`src/rtl/regfile_wr_arbiter.sv`:
```
// regfile_wr_arbiter: shares the regfile write port between WB and a queued LU path, with a pending-register scoreboard.
module regfile_wr_arbiter #(
  parameter int DATA_W     = 32,
  parameter int ADDR_W     = 5,
  parameter int FIFO_DEPTH = 2,
  parameter int STARVE_MAX = 8
) (
  input  logic              clk,
  input  logic              rst_n,
  input  logic              wb_req,
  input  logic [ADDR_W-1:0] wb_rd,
  input  logic [DATA_W-1:0] wb_data,
  input  logic              lu_valid,
  input  logic [ADDR_W-1:0] lu_rd,
  input  logic [DATA_W-1:0] lu_data,
  output logic              lu_ready,
  input  logic              lu_issue,
  input  logic [ADDR_W-1:0] lu_issue_rd,
  input  logic [ADDR_W-1:0] dec_rs1,
  input  logic [ADDR_W-1:0] dec_rs2,
  input  logic [ADDR_W-1:0] dec_rd,
  output logic              stall,
  output logic              rf_we,
  output logic [ADDR_W-1:0] rf_rd,
  output logic [DATA_W-1:0] rf_wdata
);
  localparam int NR = 1 << ADDR_W;
  localparam int PW = FIFO_DEPTH > 1 ? $clog2(FIFO_DEPTH) : 1;
  localparam int CW = $clog2(FIFO_DEPTH + 1);
  localparam int SW = $clog2(STARVE_MAX + 1);
  localparam logic [PW-1:0] LAST = PW'(FIFO_DEPTH - 1);
  localparam logic [CW-1:0] FULL = CW'(FIFO_DEPTH);
  localparam logic [SW-1:0] SMAX = SW'(STARVE_MAX);
  localparam logic [NR-1:0] ONE = NR'(1);

  logic [ADDR_W-1:0] q_rd [FIFO_DEPTH];
  logic [DATA_W-1:0] q_data [FIFO_DEPTH];
  logic [PW-1:0] wp, rp;
  logic [CW-1:0] count;
  logic [SW-1:0] starve_cnt;
  logic [NR-1:0] pending, set_vec, clr_vec;
  logic rf_lu, push, pop, wb_sel, non_empty;

  assign non_empty = count != '0;
  assign lu_ready  = count != FULL;
  assign push      = lu_valid && lu_ready;
  assign wb_sel    = wb_req && wb_rd != '0;
  assign pop       = !wb_sel && non_empty;
  assign set_vec   = lu_issue && lu_issue_rd != '0 ? ONE << lu_issue_rd : '0;
  // A FIFO-sourced write retires its scoreboard bit on the same edge the array updates.
  assign clr_vec   = rf_we && rf_lu ? ONE << rf_rd : '0;

  always_comb
    stall = starve_cnt == SMAX
         || (dec_rs1 != '0 && pending[dec_rs1])
         || (dec_rs2 != '0 && pending[dec_rs2])
         || (dec_rd != '0 && pending[dec_rd])
         || (lu_issue && pending[lu_issue_rd]);

  always_ff @(posedge clk)
    if (push) begin
      q_rd[wp]   <= lu_rd;
      q_data[wp] <= lu_data;
    end

  always_ff @(posedge clk or negedge rst_n)
    if (!rst_n) begin
      wp         <= '0;
      rp         <= '0;
      count      <= '0;
      starve_cnt <= '0;
      pending    <= '0;
      rf_we      <= 1'b0;
      rf_lu      <= 1'b0;
      rf_rd      <= '0;
      rf_wdata   <= '0;
    end else begin
      wp         <= push ? (wp == LAST ? '0 : wp + 1'b1) : wp;
      rp         <= pop ? (rp == LAST ? '0 : rp + 1'b1) : rp;
      count      <= count + CW'(push) - CW'(pop);
      starve_cnt <= non_empty && wb_sel ? (starve_cnt == SMAX ? SMAX : starve_cnt + 1'b1) : '0;
      pending    <= ((pending & ~clr_vec) | set_vec) & ~ONE;
      rf_we      <= wb_sel || (pop && q_rd[rp] != '0);
      rf_lu      <= !wb_sel && pop;
      rf_rd      <= wb_sel ? wb_rd : pop ? q_rd[rp] : '0;
      rf_wdata   <= wb_sel ? wb_data : pop ? q_data[rp] : '0;
    end
endmodule

```
`config.mk`:
```
export PLATFORM = sky130hd
export DESIGN_NAME = regfile_wr_arbiter
export DESIGN_NICKNAME = d
export VERILOG_FILES = /design/src/rtl/regfile_wr_arbiter.sv
export SDC_FILE = /design/constraint.sdc
export NUM_CORES = 1
export LEC_CHECK = 0
export CAP_MARGIN = 0
export CORE_AREA = 3 3 136 138
export DETAILED_ROUTE_END_ITERATION = 10
export DIE_AREA = 0 0 139 141
export PLACE_DENSITY = 0.63
export SYNTH_ARGS = -nofsm -noshare
export SYNTH_HDL_FRONTEND = slang
export SYNTH_SLANG_ARGS = --single-unit
```
`constraint.sdc`:
```
create_clock -name clk -period 2.4 [get_ports clk]
set_input_delay 0.48 -clock clk [delete_from_list [all_inputs] [get_ports clk]]
set_output_delay 0.48 -clock clk [all_outputs]
set_load 0.02 [all_outputs]
```
Fig. 1: clock nets
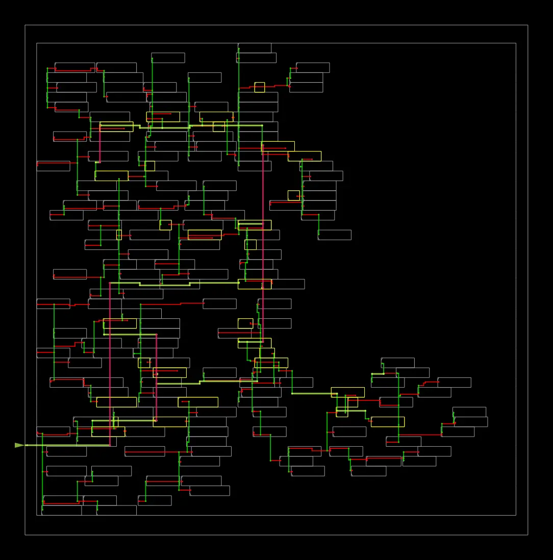
Latency at later pin: 420 ps
clk_skew: 8.49 ps
Clock Power: 2.63 mW
TritonCTS Buffers: 17
Seq Cell Count: 152

Fig. 2: clock wires, drivers and flops
Scale bar: 50 um.
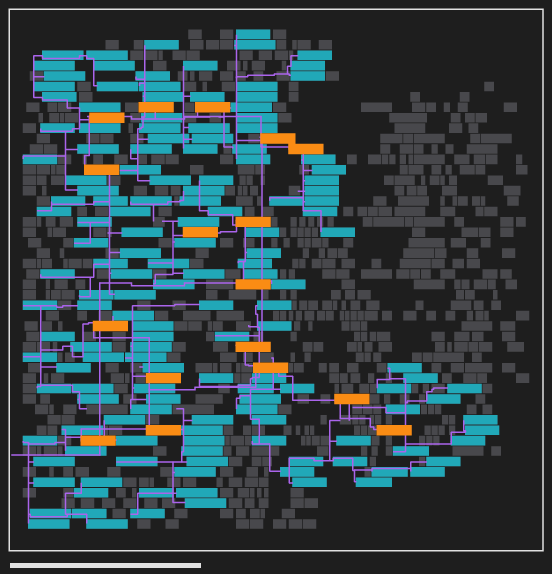
Orange shows cells driving clock nets, count 17. Cyan shows flip-flops, count 152. Purple shows clock wires, length 1600 um.
There are 18 routed clock nets.

Fig. 3: sizing map
Scale bar: 50 um.
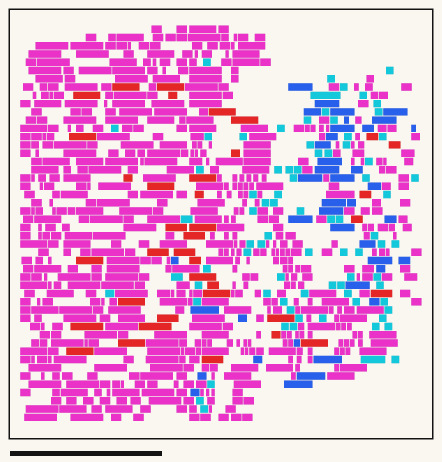
Cyan shows drive 3 to 4, cells 80, most used buf_4. Red shows drive 6 and up, cells 37, most used clkbuf_16. Blue shows drive 2, cells 40, most used mux4_2. Magenta shows drive 1 or less, cells 602, most used clkdlybuf4s50_1.

Fig. 4: register map, names as in the netlist
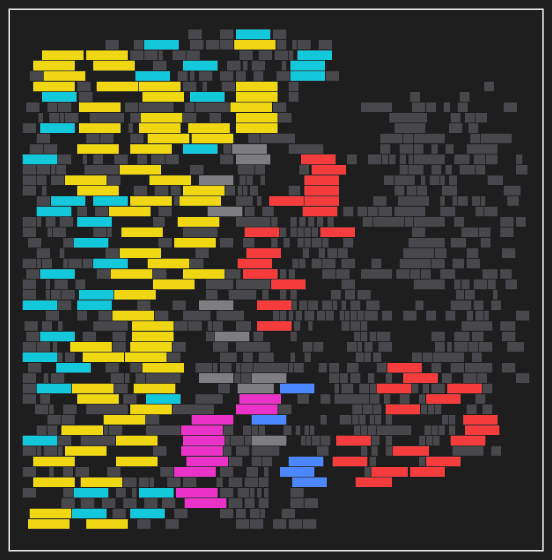
Red shows `pending`, sequential cells 31. Blue shows `rf_rd`, sequential cells 5, where bottom center. Cyan shows `rf_wdata`, sequential cells 32. Magenta shows `q_rd`, sequential cells 10. Yellow shows `q_data`, sequential cells 64.
Another 10 sequential cells are not colored.

==> results.sh <==
# source this file to load flow results
export IMPL_worstSetupEndpoint="stall"
export IMPL_comb_power_mw=3.56
export IMPL_worst_path_stages=6
export IMPL_syn_area_um2=6940
export IMPL_finalSetupViolCount=1
export IMPL_synth_simple_area_share=0.0918
export IMPL_mux_area_frac=0.153
export IMPL_max_vdd_ir_drop_uv=587
export IMPL_drive_above_1_share=0.207
export IMPL_seq_area_um2=4180
export IMPL_path_clk_slew_ps=60
export IMPL_drt_total_wl_mm=19.1
export IMPL_startpoint_type="flop"
export IMPL_fmax_mhz=366
export IMPL_largest_area_cell="edfxtp_1"
export IMPL_critPathTopFamily="simple AND/OR/NAND/NOR gates"
export IMPL_fp_utilization=0.401
export IMPL_largest_reg_flops=64
export IMPL_r2r_end="count[1]"
export IMPL_warning_count=29
export IMPL_nMultiInputCombCells=348
export IMPL_comb_power_share=0.343
export IMPL_internal_power_mw=6.93
export IMPL_ys_ff=152
export IMPL_yosysMostFrequentCell="dfrtp_1"
export IMPL_buffers=220
export IMPL_finalSetupTns_ps=-334
export IMPL_p_leak_nw=3.83
export IMPL_ys_flop_type="dfrtp_1"
export IMPL_via_count=5324
export IMPL_reg_largest_list="q_data (64), rf_wdata (32), pending (31)"
export IMPL_switching_share=0.334
export IMPL_yosys_cells=537
export IMPL_gr_usage_all_layers=0.197
export IMPL_enable_flop_cells=74
export IMPL_layout_top_cell="clkdlybuf4s50_1"
export IMPL_hold_class="primary input to asynchronous set/reset pin"
export IMPL_grt_pass1_wl_mm=30.0
export IMPL_fin_util=0.569
export IMPL_hold_slack_ps=43.9
export IMPL_rr_worst_depth=7
export IMPL_htreeDepth=4
export IMPL_drv_cap=0
export IMPL_synth_cell_type_count=52
export IMPL_viasPerCell=5.41
export IMPL_clock_buffers=17
export IMPL_largestClassByArea="flip-flops and latches"
export IMPL_drc=0
export IMPL_dr_wl_met2_mm=9.29
export IMPL_worstMarginPinSlew_ps=573
export IMPL_tritoncts="yes"
export IMPL_instances_no_fill=984
export IMPL_ys_area_um2=6940
export IMPL_async_reset_ff_frac=0.513
export IMPL_grt_max_degree=65
export IMPL_comb_share=0.272
export IMPL_gp_congestion=0.913
export IMPL_synth_cells_most_frequent="78 x dfrtp_1, 74 x edfxtp_1, 67 x o21ai_0"
export IMPL_min_period_ps=2730
export IMPL_antenna_cells=0
export IMPL_aoi_share=0.114
export IMPL_status="finished with violations"
export IMPL_drtIter0Drc=283
export IMPL_grt_busiest_layer="met2"
export IMPL_powerDensity_nw_per_um2=1060
export IMPL_seqPwrFrac=0.404
export IMPL_final_layout_top_logic_cells="127 x clkdlybuf4s50_1, 74 x dfrtp_1, 74 x edfxtp_1, 72 x buf_4, 66 x o21ai_0"
export IMPL_clock_sinks=152
export IMPL_cp_slowest_cell="dfrtp_2"
export IMPL_antenna_found_initial=0
export IMPL_logic_area_um2=2680
export IMPL_top_power_group="sequential cells"
export IMPL_crit_fanout=5
export IMPL_seq_power_mw=4.20
export IMPL_postSynthCellCount=537
export IMPL_nFillCells=1421
export IMPL_die_area_um2=19600
export IMPL_endpoint_kind="output pin"
export IMPL_top_layer="met4"
export IMPL_buf_share=0.212
export IMPL_setup_ws_ps=-334
export IMPL_firstDrtPassIters=5
export IMPL_dpl_hpwl_mm=14.0
export IMPL_fin_nets=849
export IMPL_period_used=1.14
export IMPL_violations="setup timing"
export IMPL_dpl_instance_area_um2=9130
export IMPL_port_buffers=138
export IMPL_grtUsageMet3=0.0614
export IMPL_fin_area_um2=9840
export IMPL_use_met2=0.330
export IMPL_ys_seq_frac=0.602
export IMPL_yosysTopAreaCellShare=0.320
export IMPL_max_stage_delay_ps=470
export IMPL_synth_nets=640
export IMPL_num_io_pins=139
export IMPL_postCtsSetupBuffers=3
export IMPL_finalPower_mw=10.4
export IMPL_largest_register="q_data"
export IMPL_wl_met3_mm=1.21
export IMPL_clkCellAreaFrac=0.0600
export IMPL_die_w_um=139
export IMPL_std_cell_rows=48
export IMPL_tapCellCount=225
export IMPL_clockBufferDepth=2
export IMPL_cp_cell_sequence="mux4_2 -> o211ai_1 -> nand4_1 -> nor4_2 -> nand4_1 -> buf_4"
export IMPL_logic_family="multiplexers"
export IMPL_n_all_inverters=7
export IMPL_hold_buffers=0
export IMPL_slew_headroom=0.618
export IMPL_root_buffer="clkbuf_16"
export IMPL_wl_per_cell_um=19.4
export IMPL_die_y_um=141
export IMPL_drv_slew=0
export IMPL_xor_share=0.00757
export IMPL_grt_pass1_vias=5577
export IMPL_crit_type="flop to output pin"
export IMPL_met1Wirelength_mm=8.19
export IMPL_rrSetupSlack_ps=720
export IMPL_core_area_um2=17300
export IMPL_antenna_left=0
export IMPL_avgSynthCellArea_um2=12.9
export IMPL_yosysWarnings=0
export IMPL_clkPwrFrac=0.253
export IMPL_seq_cell_share=0.425
export IMPL_switchingPower_mw=3.47
export IMPL_r2r_start="count[0]"
export IMPL_path_buffers=1
export IMPL_cpMostUsedCell="nand4_1"
No activity file was given, so power comes from the tool's default toggle rates.
